<file path="src/rtl/bus_arbiter_if.sv">
// Bundle of the per-core data-bus ports and the shared downstream bus seen by bus_arbiter.
// The slave modport is the arbiter's view; master is the cores-plus-memory side.
interface bus_arbiter_if #(
  parameter int NUM_CORES = 2,
  parameter int ID_WIDTH  = 1
);
  logic [NUM_CORES*32-1:0] core_bus_address;
  logic [NUM_CORES*32-1:0] core_bus_write_data;
  logic [NUM_CORES*4-1:0]  core_bus_byte_enable;
  logic [NUM_CORES-1:0]    core_bus_write_enable;
  logic [NUM_CORES-1:0]    core_bus_read_enable;
  logic [31:0]             core_bus_read_data;
  logic [NUM_CORES-1:0]    core_bus_busy;
  logic [31:0]             mem_address;
  logic [31:0]             mem_write_data;
  logic [3:0]              mem_byte_enable;
  logic                    mem_write_enable;
  logic                    mem_read_enable;
  logic [31:0]             mem_read_data;
  logic                    mem_ready;
  logic                    grant_valid;
  logic [ID_WIDTH-1:0]     grant_id;

  modport slave (
    input  core_bus_address, core_bus_write_data, core_bus_byte_enable,
    input  core_bus_write_enable, core_bus_read_enable, mem_read_data, mem_ready,
    output core_bus_read_data, core_bus_busy, mem_address, mem_write_data,
    output mem_byte_enable, mem_write_enable, mem_read_enable, grant_valid, grant_id
  );

  modport master (
    output core_bus_address, core_bus_write_data, core_bus_byte_enable,
    output core_bus_write_enable, core_bus_read_enable, mem_read_data, mem_ready,
    input  core_bus_read_data, core_bus_busy, mem_address, mem_write_data,
    input  mem_byte_enable, mem_write_enable, mem_read_enable, grant_valid, grant_id
  );
endinterface

</file>
<file path="src/rtl/bus_arbiter.sv">
// Round-robin arbiter serialising NUM_CORES core data-bus ports onto one downstream bus.
// Every grant passes through IDLE, so priority rotates and enables drop between accesses.
module bus_arbiter #(
  parameter int NUM_CORES = 2,
  parameter int ID_WIDTH  = 1
) (
  input  logic          clk,
  input  logic          rst_n,
  bus_arbiter_if.slave  bus
);

  typedef enum logic [0:0] {
    IDLE   = 1'b0,
    ACCESS = 1'b1
  } state_e;

  state_e                state_q, state_d;
  logic [ID_WIDTH-1:0]   grant_id_q, grant_id_d;
  logic [ID_WIDTH-1:0]   rr_ptr_q, rr_ptr_d;

  logic [NUM_CORES-1:0]  req_s;
  logic [ID_WIDTH-1:0]   winner_s;
  logic                  found_s;
  logic                  in_access_s;
  logic                  gnt_req_s;
  logic [ID_WIDTH-1:0]   next_ptr_s;

  assign req_s       = bus.core_bus_write_enable | bus.core_bus_read_enable;
  assign in_access_s = (state_q == ACCESS);
  assign gnt_req_s   = req_s[grant_id_q];
  assign next_ptr_s  = (grant_id_q == ID_WIDTH'(NUM_CORES - 1)) ? {ID_WIDTH{1'b0}}
                                                                 : grant_id_q + ID_WIDTH'(1);

  // Priority scan starting at rr_ptr, wrapping modulo NUM_CORES; first requester wins.
  always_comb begin
    winner_s = {ID_WIDTH{1'b0}};
    found_s  = 1'b0;
    for (int k = 0; k < NUM_CORES; k++) begin
      int   idx;
      logic hit;
      idx = int'(rr_ptr_q) + k;
      idx = (idx >= NUM_CORES) ? idx - NUM_CORES : idx;
      hit      = !found_s && req_s[idx];
      winner_s = hit ? ID_WIDTH'(idx) : winner_s;
      found_s  = found_s | hit;
    end
  end

  // Next-state logic: grant from IDLE, return to IDLE on completion or abort.
  always_comb begin
    state_d    = state_q;
    grant_id_d = grant_id_q;
    rr_ptr_d   = rr_ptr_q;
    case (state_q)
      IDLE: begin
        if (found_s) begin
          state_d    = ACCESS;
          grant_id_d = winner_s;
        end else begin
          state_d    = IDLE;
        end
      end
      ACCESS: begin
        // A dropped request without mem_ready is an abort; it rotates priority like a completion.
        if (bus.mem_ready || !gnt_req_s) begin
          state_d  = IDLE;
          rr_ptr_d = next_ptr_s;
        end else begin
          state_d  = ACCESS;
        end
      end
      default: begin
        state_d = IDLE;
      end
    endcase
  end

  // State, grant and priority pointer registers.
  always_ff @(posedge clk or negedge rst_n) begin
    if (!rst_n) begin
      state_q    <= IDLE;
      grant_id_q <= {ID_WIDTH{1'b0}};
      rr_ptr_q   <= {ID_WIDTH{1'b0}};
    end else begin
      state_q    <= state_d;
      grant_id_q <= grant_id_d;
      rr_ptr_q   <= rr_ptr_d;
    end
  end

  // Downstream mux of the granted core; everything is zero outside ACCESS.
  always_comb begin
    logic wr_s;
    logic rd_s;
    wr_s = bus.core_bus_write_enable[grant_id_q];
    rd_s = bus.core_bus_read_enable[grant_id_q];
    bus.mem_address      = in_access_s ? bus.core_bus_address[int'(grant_id_q)*32 +: 32] : 32'h0;
    bus.mem_write_data   = in_access_s ? bus.core_bus_write_data[int'(grant_id_q)*32 +: 32] : 32'h0;
    bus.mem_byte_enable  = in_access_s ? bus.core_bus_byte_enable[int'(grant_id_q)*4 +: 4] : 4'h0;
    bus.mem_write_enable = in_access_s & wr_s;
    bus.mem_read_enable  = in_access_s & rd_s & ~wr_s;
  end

  // Busy holds every requester until its own completion cycle.
  always_comb begin
    bus.core_bus_busy = {NUM_CORES{1'b0}};
    for (int i = 0; i < NUM_CORES; i++) begin
      bus.core_bus_busy[i] = req_s[i] &
                             ~(in_access_s & (int'(grant_id_q) == i) & bus.mem_ready);
    end
  end

  assign bus.core_bus_read_data = bus.mem_read_data;
  assign bus.grant_valid        = in_access_s;
  assign bus.grant_id           = grant_id_q;

endmodule
</file>
<file path="src/flat_wrapper.sv">
// flat-port wrapper written by rule: the top's interface ports become plain ports
module bus_arbiter_flat 
#(
  parameter int NUM_CORES = 2,
  parameter int ID_WIDTH  = 1
)
  (clk, rst_n, bus_core_bus_address, bus_core_bus_write_data, bus_core_bus_byte_enable, bus_core_bus_write_enable, bus_core_bus_read_enable, bus_mem_read_data, bus_mem_ready, bus_core_bus_read_data, bus_core_bus_busy, bus_mem_address, bus_mem_write_data, bus_mem_byte_enable, bus_mem_write_enable, bus_mem_read_enable, bus_grant_valid, bus_grant_id);
  bus_arbiter_if #(.NUM_CORES(NUM_CORES), .ID_WIDTH(ID_WIDTH)) bus_i ();
  input  logic clk;
  input  logic rst_n;
  input wire logic [$bits(bus_i.core_bus_address)-1:0] bus_core_bus_address;
  input wire logic [$bits(bus_i.core_bus_write_data)-1:0] bus_core_bus_write_data;
  input wire logic [$bits(bus_i.core_bus_byte_enable)-1:0] bus_core_bus_byte_enable;
  input wire logic [$bits(bus_i.core_bus_write_enable)-1:0] bus_core_bus_write_enable;
  input wire logic [$bits(bus_i.core_bus_read_enable)-1:0] bus_core_bus_read_enable;
  input wire logic [$bits(bus_i.mem_read_data)-1:0] bus_mem_read_data;
  input wire logic [$bits(bus_i.mem_ready)-1:0] bus_mem_ready;
  output wire logic [$bits(bus_i.core_bus_read_data)-1:0] bus_core_bus_read_data;
  output wire logic [$bits(bus_i.core_bus_busy)-1:0] bus_core_bus_busy;
  output wire logic [$bits(bus_i.mem_address)-1:0] bus_mem_address;
  output wire logic [$bits(bus_i.mem_write_data)-1:0] bus_mem_write_data;
  output wire logic [$bits(bus_i.mem_byte_enable)-1:0] bus_mem_byte_enable;
  output wire logic [$bits(bus_i.mem_write_enable)-1:0] bus_mem_write_enable;
  output wire logic [$bits(bus_i.mem_read_enable)-1:0] bus_mem_read_enable;
  output wire logic [$bits(bus_i.grant_valid)-1:0] bus_grant_valid;
  output wire logic [$bits(bus_i.grant_id)-1:0] bus_grant_id;
  assign bus_i.core_bus_address = bus_core_bus_address;
  assign bus_i.core_bus_write_data = bus_core_bus_write_data;
  assign bus_i.core_bus_byte_enable = bus_core_bus_byte_enable;
  assign bus_i.core_bus_write_enable = bus_core_bus_write_enable;
  assign bus_i.core_bus_read_enable = bus_core_bus_read_enable;
  assign bus_i.mem_read_data = bus_mem_read_data;
  assign bus_i.mem_ready = bus_mem_ready;
  assign bus_core_bus_read_data = bus_i.core_bus_read_data;
  assign bus_core_bus_busy = bus_i.core_bus_busy;
  assign bus_mem_address = bus_i.mem_address;
  assign bus_mem_write_data = bus_i.mem_write_data;
  assign bus_mem_byte_enable = bus_i.mem_byte_enable;
  assign bus_mem_write_enable = bus_i.mem_write_enable;
  assign bus_mem_read_enable = bus_i.mem_read_enable;
  assign bus_grant_valid = bus_i.grant_valid;
  assign bus_grant_id = bus_i.grant_id;
  bus_arbiter #(.NUM_CORES(NUM_CORES), .ID_WIDTH(ID_WIDTH)) u_core (.clk(clk), .rst_n(rst_n), .bus(bus_i));
endmodule
</file>
<file path="config.mk">
export PLATFORM = sky130hd
export DESIGN_NAME = bus_arbiter_flat
export DESIGN_NICKNAME = d
export VERILOG_FILES = /design/src/rtl/bus_arbiter_if.sv /design/src/rtl/bus_arbiter.sv /design/src/flat_wrapper.sv
export SDC_FILE = /design/constraint.sdc
export NUM_CORES = 1
export LEC_CHECK = 0
export CORE_AREA = 2 2 110 112
export CTS_BUF_LIST = sky130_fd_sc_hd__clkbuf_2
export CTS_CLUSTER_DIAMETER = 30
export DETAILED_ROUTE_END_ITERATION = 6
export DIE_AREA = 0 0 112 114
export GPL_TIMING_DRIVEN = 0
export PLACE_DENSITY = 0.68
export SLEW_MARGIN = 10
export SYNTH_ARGS = -nofsm -noshare
export SYNTH_HDL_FRONTEND = slang
export SYNTH_SLANG_ARGS = --single-unit
</file>
<file path="constraint.sdc">
create_clock -name clk -period 3.41 [get_ports clk]
set_clock_uncertainty 0.1 [all_clocks]
set_input_delay 0.5115 -clock clk [delete_from_list [all_inputs] [get_ports clk]]
set_output_delay 0.5115 -clock clk [all_outputs]
set_load 0.02 [all_outputs]
</file>
==> run_1/logic_types.png <==
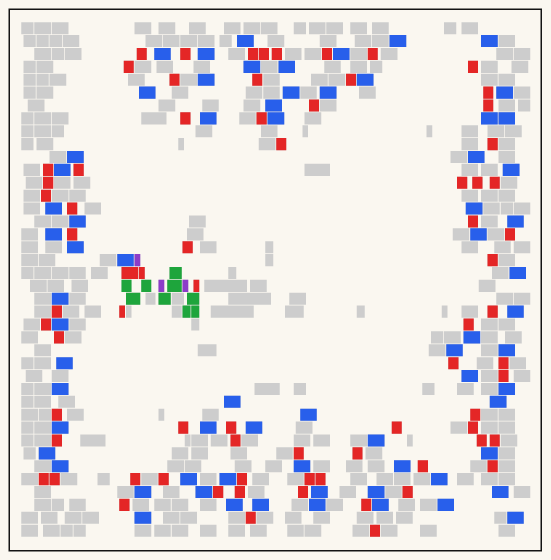
| color | family | cells |
|---|---|---|
| red | nor cells | 73 |
| green | aoi and oai cells | 9 |
| purple | inv cells | 3 |
| blue | mux cells | 69 |

==> run_1/placement.png <==
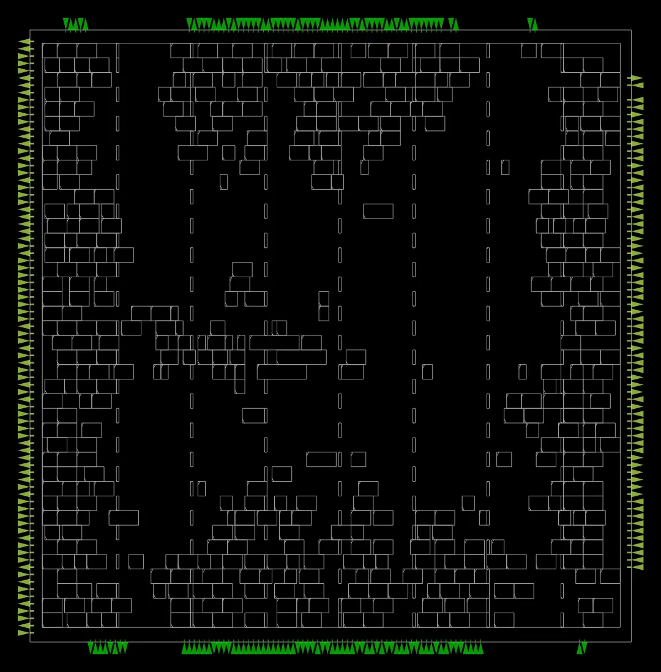
Core Footprint: 11710 µm²
num sequential: 3

==> results_slide.txt, run 1 <==
Flow Results at a Glance

Placed design
  • Post-place instance area: 4359 µm²
  • GP Congestion: 0.8181

Power
  • Power group with the largest share: combinational cells
  • Clock network power consumption: 0.0000512 W
  • Sequential power share: 2.8%
  • Power per cell area: 518.0 nW/µm²
  • Worst IR Drop VDD: 0.2551 mV
  • Leak pwr: 1.833 nW
  • Clock group share of total power: 2.3%
  • Sequential-cell power consumption: 0.0000646 W
  • Switching power: 0.001039 W
  • Total power of the final layout: 0.002270 W

Timing
  • Measured slew at the worst slew-check pin: 382.5 ps
  • Worst hold-check slack: 375.5 ps
  • Final hold violations: 0
  • Minimum clock period: 2758 ps
  • Post-route fraction of the period consumed by the critical path: 80.88%
  • Final-layout setup total negative slack: 0 ps
  • Fin. max-slew vios: 0

Logic synthesis
  • Synth Net Count: 385
  • Distinct cell type count after synthesis: 23
  • Share of cell area taken by muxes after synthesis: 40.80%
  • Combined area of all synthesized cells: 1693 µm²
  • Post-synthesis share of cell area spent on xor and xnor gates: 0%
  • Share of Yosys cell area claimed by the top area cell type: 40.80%
  • Yosys stat cell total: 210
  • Most area-consuming cells after synthesis: mux2i_1 (41%), nor2b_1 (25%), buf_4 (16%), dfrtp_1 (4.4%), buf_8 (3.5%)
  • Largest family of logic cells by area: multiplexers
  • Most instantiated cells after synthesis: mux2i_1 (69), nor2b_1 (69), buf_4 (35), clkbuf_1 (7), buf_8 (4)
  • Average footprint of a synthesized cell: 8.061 µm²
  • Post-synthesis compound-gate area fraction: 4.139%
  • Cell type with the largest total area after synthesis: mux2i_1
  • Area fraction in full adders, half adders and majority gates: 0%
  • Count of library flops with an enable pin: 0

Global routing
  • Overall routing resource usage: 11.73%
  • First-pass GRT wire length: 12120 µm
  • Layer with the highest usage: met2
  • Global-route met2 utilization: 23.03%
  • Initial antenna violation count: 1
  • Met1 Resource Use GR: 12.50%

Status
  • Outcome: finished, final reports clean

Critical path
  • Start of the worst register-to-register path: u_core.bus.grant_id
  • CP startpoint: bus_core_bus_read_enable[0]
  • Critical path's largest stage delay: 640 ps
  • Critical Path End Type: output port
  • Crit path DRT: 2800 ps
  • Stages on worst setup path: 5
  • Startpoint class of the critical path: input port
  • Critical Path AT: 2150 ps
  • Worst-path maximum fanout: 3
  • Path depth of the worst reg2reg path: 5
  • Total buffers and inverters traversed by the critical path: 3
  • Library cell contributing the largest single delay on the critical path: clkdlybuf4s50_1
  • Top cell by count, worst path: clkdlybuf4s50_1
  • Kind of critical path: in -> out
  • Worst setup path endpoint: bus_mem_read_enable

Final layout
  • Area grow syn2layout: 158.8%
  • Final cell utilization of the core: 37.41%
  • Inverters, non-clock: 3
  • Register area: 75.07 µm²
  • Most frequently placed logic cells in the final layout: clkdlybuf4s50_1 (248), mux2i_1 (69), nor2b_1 (69), buf_4 (35), clkbuf_1 (7)
  • Share of post-route cells with drive strength above 1: 10.17%
  • Combinational Gates: 155
  • Nonclk buf count: 297
  • Data-path buffer share of cell area in the final layout: 65.25%
  • Most frequent standard cell in the layout excluding fill and tap cells: clkdlybuf4s50_1
  • Share of the final layout cell area in multi-input gates: 28.07%
  • Fill cell count: 1190

Route
  • Final routed wirelength across all metal layers: 8151 µm
  • Via count: 2344
  • First-pass iteration count of the detailed router: 4
  • Metal2 WL: 4369 µm
  • Met3 routed WL: 848 µm
  • Count of nets left with antenna violations after detail routing: 0
  • Remaining design rule violation count: 0

Floorplanning
  • Well tap count: 147
  • Overall chip area: 12770 µm²
  • # IOs: 281
  • Horizontal extent of the die: 112 µm
  • Height of the chip: 114 µm

CTS
  • Setup repair bufs after CTS: 0
  • CTS tree: done
  • Clock-pin slew on the worst setup and hold paths: 50 ps
  • Number of H-tree branching levels: 1
==> run_1/power_grid.png <==
Bar = 20 µm. Pins as bars on the die edge. Tap cells in gray.
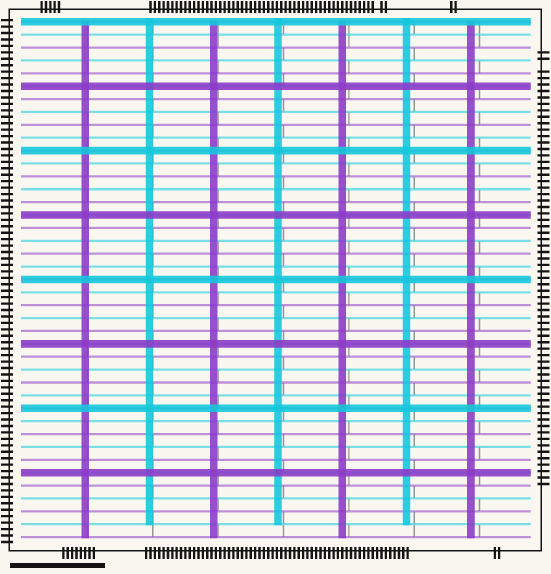
| color | net |
|---|---|
| cyan | VDD |
| purple | VSS |
met5 straps: 8
signal pins: 281

==> run 2, diff against run 1 <==
- CORE_AREA: 2 2 110 112 -> 2 2 108 110
- DIE_AREA: 0 0 112 114 -> 0 0 110 112
- PLACE_DENSITY: 0.68 -> 0.7
- clock period: 3.41 -> 2.8 ns (I/O delays scaled with it)
==> run_2/io_fan.png <==
Bar = 20 µm.
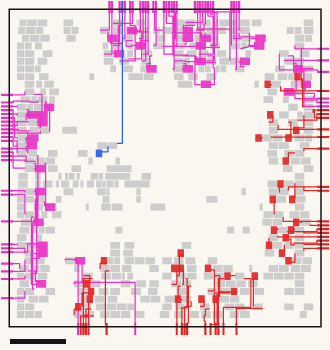
| color | port | direction | end cells | buffers | wire |
|---|---|---|---|---|---|
| red | bus_mem_write_data | output | 32 | 32 | 546 µm |
| blue | bus_mem_write_enable | output | 1 | 1 | 53.2 µm |
| magenta | bus_core_bus_address | input | 32 | 64 | 1270 µm |

==> run_2/logic_types.png <==
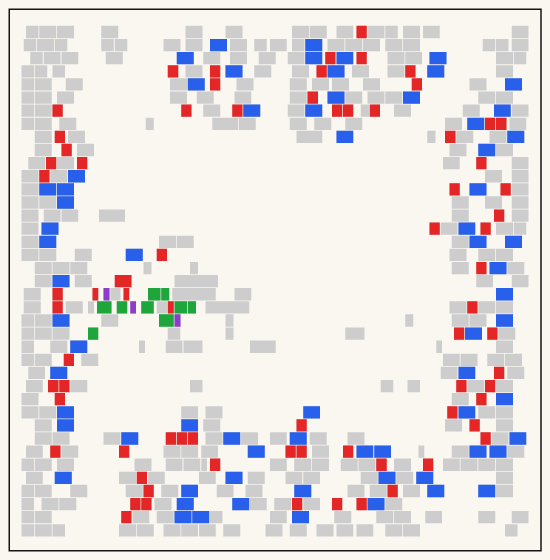
non-filler cells in the finished layout: 606
most frequent standard cell in the layout excluding fill and tap cells: clkdlybuf4s50_1
share of the final layout cell area in multi-input gates: 28.08%

==> run_2/power_grid.png <==
Bar = 20 µm. Pins as bars on the die edge. Tap cells in gray.
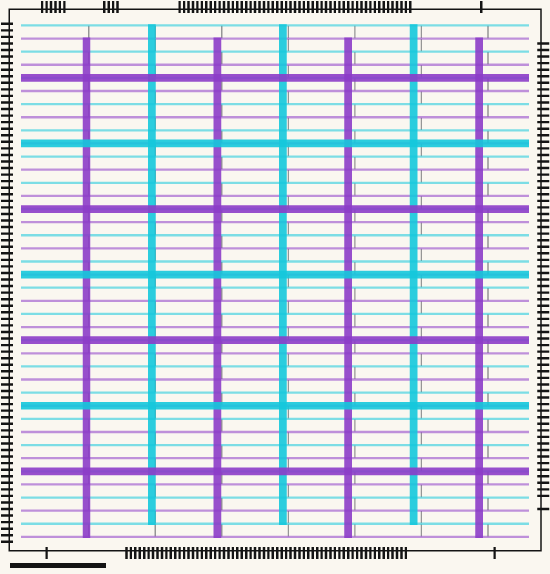
Core Footprint: 11170 µm²
height of the chip: 112 µm
Worst IR Drop VDD: 0.2580 mV
horizontal extent of the die: 110 µm

==> results_slide.txt, run 2 <==
Flow Results at a Glance

Route
  • First-pass iteration count of the detailed router: 4
  • Count of nets left with antenna violations after detail routing: 0
  • Metal2 WL: 4256 µm
  • Remaining design rule violation count: 0
  • Via count: 2389
  • Final routed wirelength across all metal layers: 8127 µm

Final layout
  • Data-path buffer share of cell area in the final layout: 65.35%
  • Inverters, non-clock: 3
  • Area grow syn2layout: 158.8%
  • Num sequential: 3
  • Most frequently placed logic cells in the final layout: clkdlybuf4s50_1 (248), mux2i_1 (69), nor2b_1 (69), buf_4 (35), clkbuf_2 (7)
  • Nonclk buf count: 297
  • Register area: 75.07 µm²
  • Final cell utilization of the core: 39.20%
  • Combinational Gates: 155
  • Fill cell count: 1141
  • Share of post-route cells with drive strength above 1: 10.82%

Logic synthesis
  • Post-synthesis share of cell area spent on xor and xnor gates: 0%
  • Post-synthesis compound-gate area fraction: 4.139%
  • Share of Yosys cell area claimed by the top area cell type: 40.80%
  • Most instantiated cells after synthesis: mux2i_1 (69), nor2b_1 (69), buf_4 (35), clkbuf_1 (7), buf_8 (4)
  • Share of cell area taken by muxes after synthesis: 40.80%
  • Cell type with the largest total area after synthesis: mux2i_1
  • Synth Net Count: 385
  • Distinct cell type count after synthesis: 23
  • Count of library flops with an enable pin: 0
  • Largest family of logic cells by area: multiplexers
  • Most area-consuming cells after synthesis: mux2i_1 (41%), nor2b_1 (25%), buf_4 (16%), dfrtp_1 (4.4%), buf_8 (3.5%)
  • Area fraction in full adders, half adders and majority gates: 0%
  • Sequential cell area fraction in the yosys report: 4.435%
  • Yosys reg bits: 3
  • Yosys stat cell total: 210
  • Average footprint of a synthesized cell: 8.061 µm²
  • Combined area of all synthesized cells: 1693 µm²

Power
  • Clock group share of total power: 2.2%
  • Sequential-cell power consumption: 0.0000836 W
  • Switching power: 0.001274 W
  • Internal power consumption: 0.001501 W
  • Power per cell area: 633.4 nW/µm²
  • Total power of the final layout: 0.002775 W
  • Sequential power share: 3.0%
  • Leak pwr: 1.841 nW
  • Power group with the largest share: combinational cells

Status
  • Outcome: finished, final reports clean

Critical path
  • Crit path DRT: 2280 ps
  • Startpoint class of the critical path: register
  • Stages on worst setup path: 4
  • Library cell contributing the largest single delay on the critical path: clkdlybuf4s50_1
  • Start of the worst register-to-register path: u_core.bus.grant_id
  • Kind of critical path: reg -> out
  • CP startpoint: u_core.bus.grant_valid
  • Critical Path AT: 2060 ps
  • Critical path's largest stage delay: 640 ps
  • Register-to-register path setup slack: 1410 ps
  • Worst setup path endpoint: bus_mem_address[5]
  • Path depth of the worst reg2reg path: 5
  • Critical Path End Type: output port
  • Total buffers and inverters traversed by the critical path: 3

Floorplanning
  • # IOs: 281
  • Overall chip area: 12320 µm²
  • Well tap count: 143

Global routing
  • Initial antenna violation count: 0
  • First-pass GRT wire length: 11540 µm
  • Global-route met2 utilization: 23.44%
  • Met1 Resource Use GR: 12.13%
  • Layer with the highest usage: met2

Timing
  • Post-route fraction of the period consumed by the critical path: 92.13%
  • Worst hold-check slack: 293.6 ps
  • Final-layout setup total negative slack: 0 ps
  • Minimum clock period: 2580 ps
  • Final hold violations: 0
  • Measured slew at the worst slew-check pin: 339.9 ps

CTS
  • Number of H-tree branching levels: 1
  • Clock-pin slew on the worst setup and hold paths: 40 ps
  • CTS tree: done

Placed design
  • GP Congestion: 0.7748
  • Post-place instance area: 4354 µm²
No activity file was given, so power comes from the tool's default toggle rates.
